Figure 1. Placed cells, one color a class (run 1).
Bar = 50 um. Fill, decap, tap and diode cells in gray.
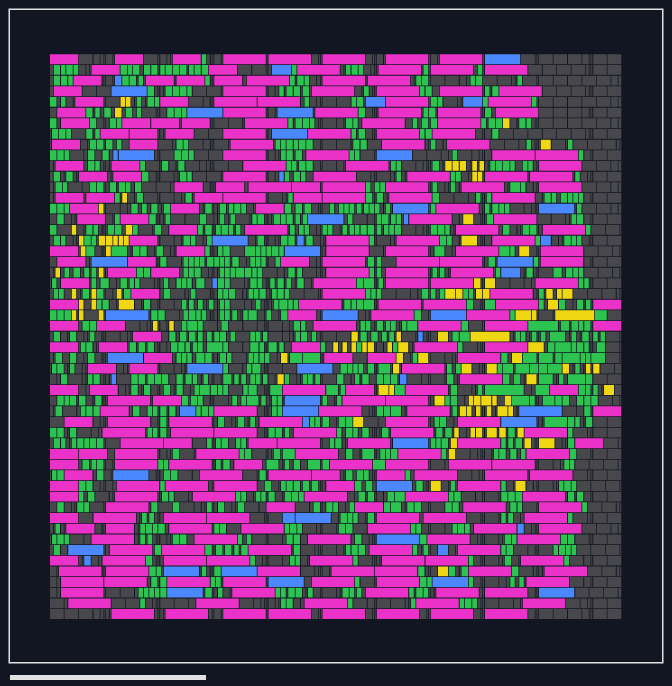
Figure 2. PDN straps and rails (run 1).
Pins as bars on the die edge. Tap cells in gray.
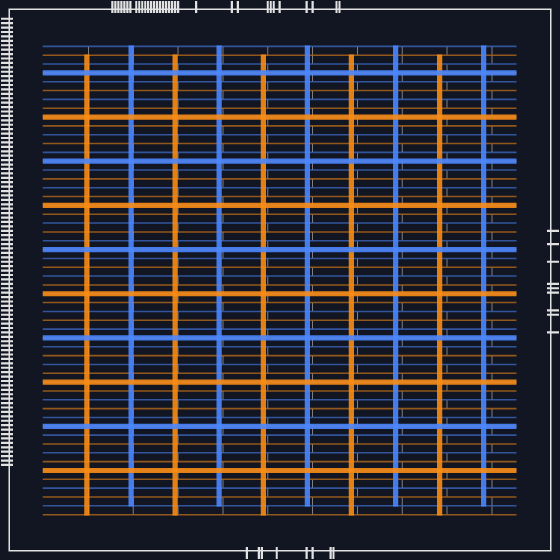
Figure 3. Placed standard cells (run 1).
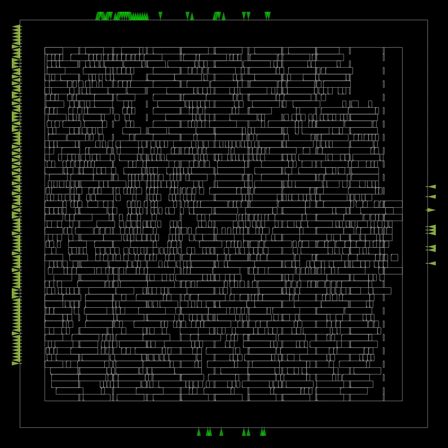
[src/rtl/befehls_holsteuerung.sv]
// Instruction-fetch sequencer: owns the PC, fetches from instruction memory, presents
// each word to decode and applies jump/call/return redirects via a return-address stack.
module befehls_holsteuerung #(
  parameter int                    ADR_BREITE    = 26,
  parameter int                    DATEN_BREITE  = 32,
  parameter int                    STAPEL_TIEFE  = 8,
  parameter logic [ADR_BREITE-1:0] START_ADRESSE = '0
) (
  input  logic                    TaktSignal,
  input  logic                    Reset,
  output logic                    SpeicherAnfrage,
  output logic [ADR_BREITE-1:0]   SpeicherAdresse,
  input  logic                    SpeicherBereit,
  input  logic [DATEN_BREITE-1:0] SpeicherDaten,
  output logic [DATEN_BREITE-1:0] Befehl,
  output logic                    BefehlGueltig,
  output logic [ADR_BREITE-1:0]   BefehlPC,
  input  logic                    Stall,
  input  logic                    SprungGueltig,
  input  logic                    AufrufGueltig,
  input  logic                    RueckkehrGueltig,
  input  logic [ADR_BREITE-1:0]   SprungZiel,
  output logic                    StapelFehler
);
  localparam int ZW = $clog2(STAPEL_TIEFE + 1);
  localparam int IW = (STAPEL_TIEFE > 1) ? $clog2(STAPEL_TIEFE) : 1;

  typedef enum logic [1:0] {RUHE, ANFRAGE, AUSGABE} zustand_t;

  zustand_t              zustand, zustandNaechst;
  logic [ADR_BREITE-1:0] pc, pcNaechst;
  logic [ADR_BREITE-1:0] stapel [STAPEL_TIEFE];
  logic [ZW-1:0]         zeiger, zeigerNaechst;
  logic [IW-1:0]         schreibIdx, oberIdx;
  logic                  push, fehlerSetzen, uebernehmen;

  assign schreibIdx = IW'(zeiger);
  assign oberIdx    = IW'(zeiger - 1'b1);

  always_comb begin
    zustandNaechst = zustand;
    pcNaechst      = pc;
    zeigerNaechst  = zeiger;
    push           = 1'b0;
    fehlerSetzen   = 1'b0;
    uebernehmen    = 1'b0;
    case (zustand)
      RUHE:    zustandNaechst = ANFRAGE;
      ANFRAGE: if (SpeicherBereit) begin
        uebernehmen    = 1'b1;
        zustandNaechst = AUSGABE;
      end
      AUSGABE: if (!Stall) begin
        zustandNaechst = ANFRAGE;
        pcNaechst      = pc + 1'b1;
        if (SprungGueltig) begin
          pcNaechst = SprungZiel;
        end else if (AufrufGueltig) begin
          // a full stack loses the return address but the call target is still honoured
          pcNaechst = SprungZiel;
          if (zeiger == ZW'(STAPEL_TIEFE)) fehlerSetzen = 1'b1;
          else begin
            push          = 1'b1;
            zeigerNaechst = zeiger + 1'b1;
          end
        end else if (RueckkehrGueltig) begin
          if (zeiger == '0) fehlerSetzen = 1'b1;
          else begin
            pcNaechst     = stapel[oberIdx];
            zeigerNaechst = zeiger - 1'b1;
          end
        end
      end
      default: zustandNaechst = RUHE;
    endcase
  end

  always_ff @(posedge TaktSignal) begin
    if (!Reset) begin
      zustand      <= RUHE;
      pc           <= START_ADRESSE;
      zeiger       <= '0;
      Befehl       <= '0;
      BefehlPC     <= '0;
      StapelFehler <= 1'b0;
    end else begin
      zustand <= zustandNaechst;
      pc      <= pcNaechst;
      zeiger  <= zeigerNaechst;
      if (uebernehmen) begin
        Befehl   <= SpeicherDaten;
        BefehlPC <= pc;
      end
      if (fehlerSetzen) StapelFehler <= 1'b1;
    end
  end

  // stack storage needs no reset: the pointer alone defines which entries are live
  always_ff @(posedge TaktSignal) begin
    if (Reset && push) stapel[schreibIdx] <= pc + 1'b1;
  end

  assign SpeicherAnfrage = (zustand == ANFRAGE);
  assign BefehlGueltig   = (zustand == AUSGABE);
  assign SpeicherAdresse = pc;
endmodule

[config.mk]
export PLATFORM = sky130hd
export DESIGN_NAME = befehls_holsteuerung
export DESIGN_NICKNAME = d
export VERILOG_FILES = /design/src/rtl/befehls_holsteuerung.sv
export SDC_FILE = /design/constraint.sdc
export NUM_CORES = 1
export LEC_CHECK = 0
export ABC_AREA = 1
export CORE_MARGIN = 10
export CORE_UTILIZATION = 60
export DETAILED_ROUTE_END_ITERATION = 12
export DONT_BUFFER_PORTS = 1
export GPL_TIMING_DRIVEN = 0
export PLACE_DENSITY_LB_ADDON = 0.12
export SLEW_MARGIN = 20
export SYNTH_ARGS = -nofsm -noshare
export SYNTH_HDL_FRONTEND = slang
export SYNTH_SLANG_ARGS = --single-unit
[constraint.sdc]
create_clock -name TaktSignal -period 10.8 [get_ports TaktSignal]
set_input_delay 1.62 -clock TaktSignal [delete_from_list [all_inputs] [get_ports TaktSignal]]
set_output_delay 1.62 -clock TaktSignal [all_outputs]
set_load 0.01 [all_outputs]
==> flow_summary.json, run 1 <==
{
  "fin_area_um2": 14500,
  "post-place-cells": 1632,
  "h-tree-depth": 1,
  "worst_pin_slew_ps": 874,
  "critPathMaxFanout": 11,
  "pwr-share-comb_pct": 3.5,
  "ant_nets": 0,
  "grt_pass1_vias": 9794,
  "dp_slack_ps": 7030,
  "diodes": 0,
  "syn_area_um2": 12800,
  "ys_sh_adder_pct": 0.390,
  "crit_chain": "clkinv_1, buf_2, buf_2, ha_1, nand3_1, nand2_1, nor4_4, nand2_2, nor3_2, buf_4, buf_4, buf_4",
  "largest_register": "stapel",
  "nNonClkBuffers": 106,
  "fin_nets": 1458,
  "path_common_cell": "buf_4",
  "ios": 152,
  "clock_power_mw": 1.10,
  "fin_ws_ps": 7310,
  "ys_sh_xor_pct": 1.09,
  "sequentialPowerShare_pct": 51.2,
  "cts_setup_buffers": 0,
  "clk_path_buf_depth": 3,
  "largest_reg_flops": 208,
  "use_met1_pct": 34.2,
  "comb_cells": 895,
  "crit_start": "zeiger[0]",
  "holdCritStartpoint": "zeiger[3]",
  "edf_count": 208,
  "syn_nets": 1404,
  "grt_first_pass_wirelength_um": 58400,
  "seq_cell_power_mw": 1.24,
  "rrSetupSlack_ps": 7310,
  "clock-sinks": 299,
  "yosysCellCount": 1335,
  "path_buffers": 6,
  "clkbuf_count": 42,
  "ys_chip_area_um2": 12800,
  "outcome": "finished clean",
  "slowest_stage": "nor3_2",
  "power.internal_mw": 1.90,
  "bufAreaShareNonClock_pct": 4.21,
  "synthFlopType": "edfxtp_1",
  "reg2regPathDepth": 12,
  "ys_ff": 299,
  "largest_cell_class": "sequential cells",
  "worstReg2RegEnd": "stapel[5][16]",
  "port_buffers": 0,
  "clk_latency_ps": 560,
  "seq_area_um2": 8070,
  "final_hold_viol_count": 0,
  "clkCellAreaFrac_pct": 7.30,
  "crit_end": "stapel[5][16]",
  "vias_per_cell": 6.14,
  "gr-usage-met2_pct": 42.0,
  "endpoint_kind": "flop",
  "cp.arrival_ps": 3750,
  "rsz0062_at_grt": "no",
  "setup_violations": 0,
  "routed_wl_um": 39100,
  "post-dp-hpwl_um": 27600,
  "p_leak_nw": 5.21,
  "vias": 10400,
  "synth_top_area_share_pct": 48.7,
  "filler_cell_count": 1592,
  "min_period_ps": 3490,
  "top_cells_by_count": "nand2_1, nand3_1, edfxtp_1",
  "num_tap_cells": 275,
  "topRoutingLayerUsed": "met5",
  "grt_busiest_layer": "met2",
  "hold_buffers": 0,
  "slew_violations": 0,
  "lay_top_cells": "nand2_1, nand3_1, edfxtp_1"
}
-- Figure 1 (at the start) --
| color | class | cells |
|---|---|---|
| yellow | other buffers and delay cells | 106 |
| magenta | flops | 299 |
| green | combinational and other logic | 952 |
| blue | clock drivers and dummy loads | 56 |

-- Figure 2 (at the start) --
| color | net |
|---|---|
| orange | VSS |
| blue | VDD |
met1 rails: 54
met5 straps: 10

-- Figure 3 (at the start) --
Core Area: 21000 um^2
flop count: 299
Seq area share: 55.6%
final instance count without filler cells: 1688

Figure 4. M2 wires (run 1).
Bar = 50 um.
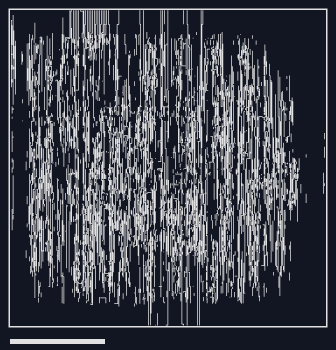

--- run 2 (diff from run 1) ---
--- a/config.mk
+++ b/config.mk
@@ -7,7 +7,7 @@
 export LEC_CHECK = 0
 export ABC_AREA = 1
 export CORE_MARGIN = 10
-export CORE_UTILIZATION = 60
+export CORE_UTILIZATION = 57
 export DETAILED_ROUTE_END_ITERATION = 12
 export DONT_BUFFER_PORTS = 1
 export GPL_TIMING_DRIVEN = 0
==> constraint.sdc (replaced) <==
create_clock -name TaktSignal -period 3.2 [get_ports TaktSignal]
set_input_delay 0.48 -clock TaktSignal [delete_from_list [all_inputs] [get_ports TaktSignal]]
set_output_delay 0.48 -clock TaktSignal [all_outputs]
set_load 0.01 [all_outputs]
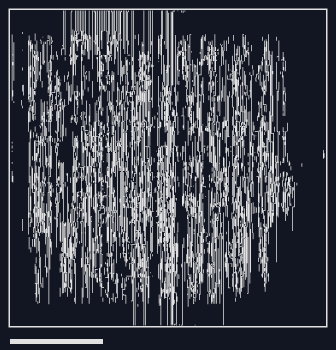
Figure 5: run 2, M2 wires.
Bar = 50 um.
main direction: vertical
share of all routed wire: 46%
wire length on this layer: 17800 um
longest straight run: 60.5 um

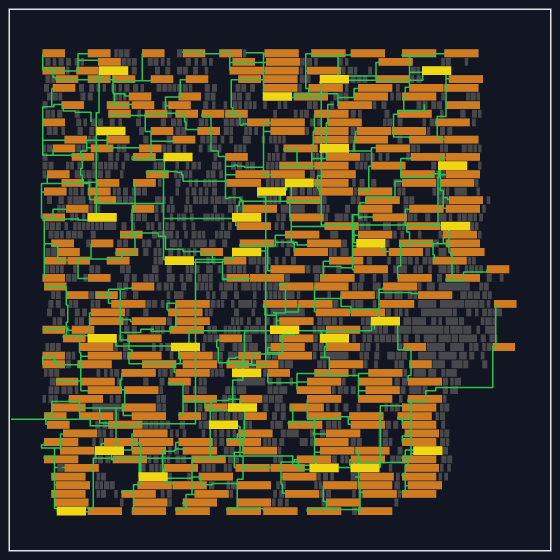
Figure 6: run 2, clock wires, drivers and flops.
[green] clock wires | length: 3360 um
[orange] flip-flops | count: 299
[yellow] clock drivers | count: 30
flops lie: spread over the die
routed clock nets: 31

==> run 2 against run 1 <==
Against the previous run:
- area after synthesis is the same
- first-iteration DRC count fell by 14%
- sequential share of layout area fell by 0.072 points
- core utilization decreased by 2.9 points
- via count decreased by 1.8%
- synthesized cell count unchanged
- routed wire length down 1.3%
- critical path type unchanged
==> flow_summary.json, run 2 <==
{
  "outcome": "finished clean",
  "setup_violations": 0,
  "cp.arrival_ps": 3290,
  "endpoint_kind": "flop",
  "clk_latency_ps": 560,
  "crit_end": "stapel[3][22]",
  "synthFlopType": "edfxtp_1",
  "slowest_stage": "dfxtp_1",
  "lay_top_cells": "nand2_1, nand3_1, edfxtp_1",
  "yosysCellCount": 1335,
  "edf_count": 208,
  "largest_register": "stapel",
  "largest_cell_class": "sequential cells",
  "rrSetupSlack_ps": 170,
  "ys_chip_area_um2": 12800,
  "diodes": 0,
  "ys_ff": 299,
  "path_common_cell": "buf_2",
  "largest_reg_flops": 208,
  "clkbuf_count": 40,
  "reg2regPathDepth": 11,
  "post-place-cells": 1638,
  "ys_sh_adder_pct": 0.390,
  "sequentialPowerShare_pct": 52.5,
  "worstReg2RegEnd": "stapel[3][22]",
  "seq_cell_power_mw": 4.20,
  "final_hold_viol_count": 0,
  "ff_count": 299,
  "synth_top_area_share_pct": 48.7,
  "num_tap_cells": 280,
  "crit_chain": "inv_2, buf_2, buf_2, ha_1, nand3_1, nand2_1, nor4_4, nand2_2, nor3_4, buf_6, buf_4",
  "critPathMaxFanout": 11,
  "clk_path_buf_depth": 3,
  "pwr-share-comb_pct": 3.6,
  "seq_area_share_pct": 55.6,
  "clock_power_mw": 3.52,
  "lay_top_count": "nand2_1",
  "crit_start": "zeiger[0]",
  "drtIter0Drc": 1196,
  "port_buffers": 0,
  "fin_ws_ps": 165,
  "grt_pass1_vias": 9579,
  "grt_first_pass_wirelength_um": 58000,
  "worst_pin_slew_ps": 859,
  "use_met1_pct": 33.8,
  "comb_cells": 895,
  "nNonClkBuffers": 111,
  "core-area_um2": 22000,
  "rsz0062_at_grt": "no",
  "path_buffers": 5,
  "vias_per_cell": 5.99,
  "min_period_ps": 3030,
  "power.internal_mw": 6.22,
  "gr-usage-met2_pct": 42.0,
  "vias": 10200,
  "routed_wl_um": 38600,
  "filler_cell_count": 1743,
  "clkCellAreaFrac_pct": 6.82,
  "fin_nets": 1463,
  "seq_area_um2": 8070,
  "fin_area_um2": 14500,
  "cp.depth": 11,
  "post-dp-hpwl_um": 27400,
  "cts_setup_buffers": 0,
  "h-tree-depth": 1,
  "clock-sinks": 299,
  "syn_area_um2": 12800,
  "grt_busiest_layer": "met2",
  "bufAreaShareNonClock_pct": 4.59,
  "holdCritStartpoint": "Reset",
  "topRoutingLayerUsed": "met4",
  "first_pass_iters": 5,
  "hold_buffers": 0,
  "ant_nets": 0,
  "ios": 152,
  "top_cells_by_count": "nand2_1, nand3_1, edfxtp_1"
}
--- run 3 (diff from run 2) ---
--- a/config.mk
+++ b/config.mk
@@ -6,8 +6,10 @@
 export NUM_CORES = 1
 export LEC_CHECK = 0
 export ABC_AREA = 1
+export ABC_CLOCK_PERIOD_IN_PS = 3200
 export CORE_MARGIN = 10
 export CORE_UTILIZATION = 57
+export CTS_CLUSTER_SIZE = 16
 export DETAILED_ROUTE_END_ITERATION = 12
 export DONT_BUFFER_PORTS = 1
 export GPL_TIMING_DRIVEN = 0
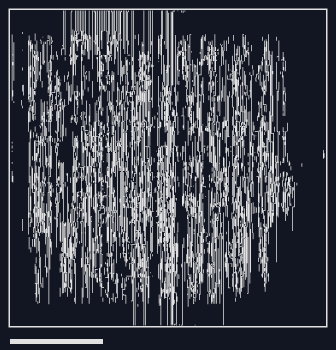
Figure 7: run 3, M2 wires.
Bar = 50 um.
wire length on this layer: 17800 um
longest straight run: 60.5 um
main direction: vertical
nets with wire on the layer: 1114

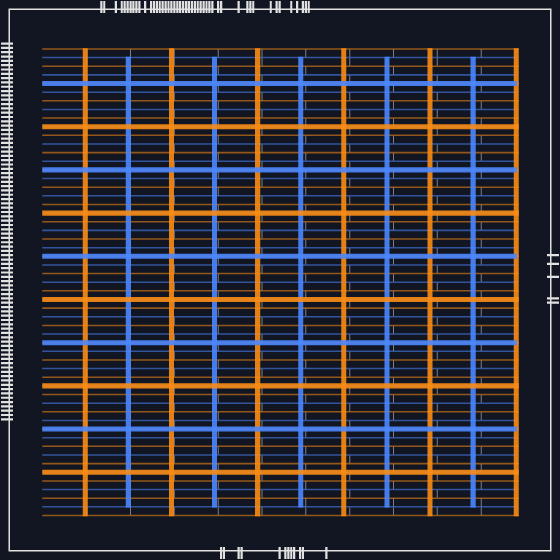
Figure 8: run 3, PDN straps and rails.
Pins as bars on the die edge. Tap cells in gray.
| color | net |
|---|---|
| blue | VDD |
| orange | VSS |
met5 straps: 10
met1 rails: 55
signal pins: 152
met4 straps: 11
tap cells: 280

==> run 3 against run 2 <==
Against the previous run:
- worst hold slack unchanged
- sequential power about the same
- setup slack did not move
- clock skew did not move
- final area unchanged
- count of clock-buffer cells in the layout is the same
- area after synthesis is the same
- core utilization stayed put
- global-route usage is the same
- sequential cell count stayed put
- total power did not move
- final cell count did not move
- critical endpoint unchanged
==> flow_summary.json, run 3 <==
{
  "outcome": "finished clean",
  "ios": 152,
  "lay_top_cells": "nand2_1, nand3_1, edfxtp_1",
  "largest_register": "stapel",
  "first_pass_iters": 5,
  "fin_nets": 1463,
  "use_met1_pct": 33.8,
  "ys_chip_area_um2": 12800,
  "syn_area_um2": 12800,
  "synth_top_area_share_pct": 48.7,
  "ant_nets": 0,
  "clk_path_buf_depth": 3,
  "grt_busiest_layer": "met2",
  "post-place-cells": 1638,
  "slew_violations": 0,
  "critPathMaxFanout": 11,
  "holdCritStartpoint": "Reset",
  "port_buffers": 0,
  "ff_count": 299,
  "path_buffers": 5,
  "crit_end": "stapel[3][22]",
  "nNonClkBuffers": 111,
  "filler_cell_count": 1743,
  "min_period_ps": 3030,
  "final_hold_viol_count": 0,
  "sequentialPowerShare_pct": 52.5,
  "endpoint_kind": "flop",
  "ys_sh_adder_pct": 0.390,
  "setup_violations": 0,
  "post-dp-hpwl_um": 27400,
  "rsz0062_at_grt": "no",
  "diodes": 0,
  "routed_wl_um": 38600,
  "seq_cell_power_mw": 4.20,
  "hold_buffers": 0,
  "cp.depth": 11,
  "ys_sh_xor_pct": 1.09,
  "fin_ws_ps": 165,
  "edf_count": 208,
  "syn_nets": 1404,
  "vias": 10200,
  "pwr-share-comb_pct": 3.6,
  "largest_reg_flops": 208,
  "crit_chain": "inv_2, buf_2, buf_2, ha_1, nand3_1, nand2_1, nor4_4, nand2_2, nor3_4, buf_6, buf_4",
  "seq_area_um2": 8070,
  "worstReg2RegEnd": "stapel[3][22]",
  "path_common_cell": "buf_2",
  "synthFlopType": "edfxtp_1",
  "fin_cells": 1698,
  "clkCellAreaFrac_pct": 6.82,
  "cts_setup_buffers": 0,
  "clkbuf_count": 40,
  "reg2regPathDepth": 11,
  "rrSetupSlack_ps": 170,
  "vias_per_cell": 5.99,
  "grt_pass1_vias": 9579,
  "top_cells_by_count": "nand2_1, nand3_1, edfxtp_1",
  "worst_pin_slew_ps": 859,
  "h-tree-depth": 1,
  "clock_power_mw": 3.52,
  "clock-sinks": 299,
  "core-area_um2": 22000,
  "seq_area_share_pct": 55.6,
  "topRoutingLayerUsed": "met4",
  "crit_start": "zeiger[0]"
}
Power figures rest on the tool's default switching activity, not on a simulated workload.
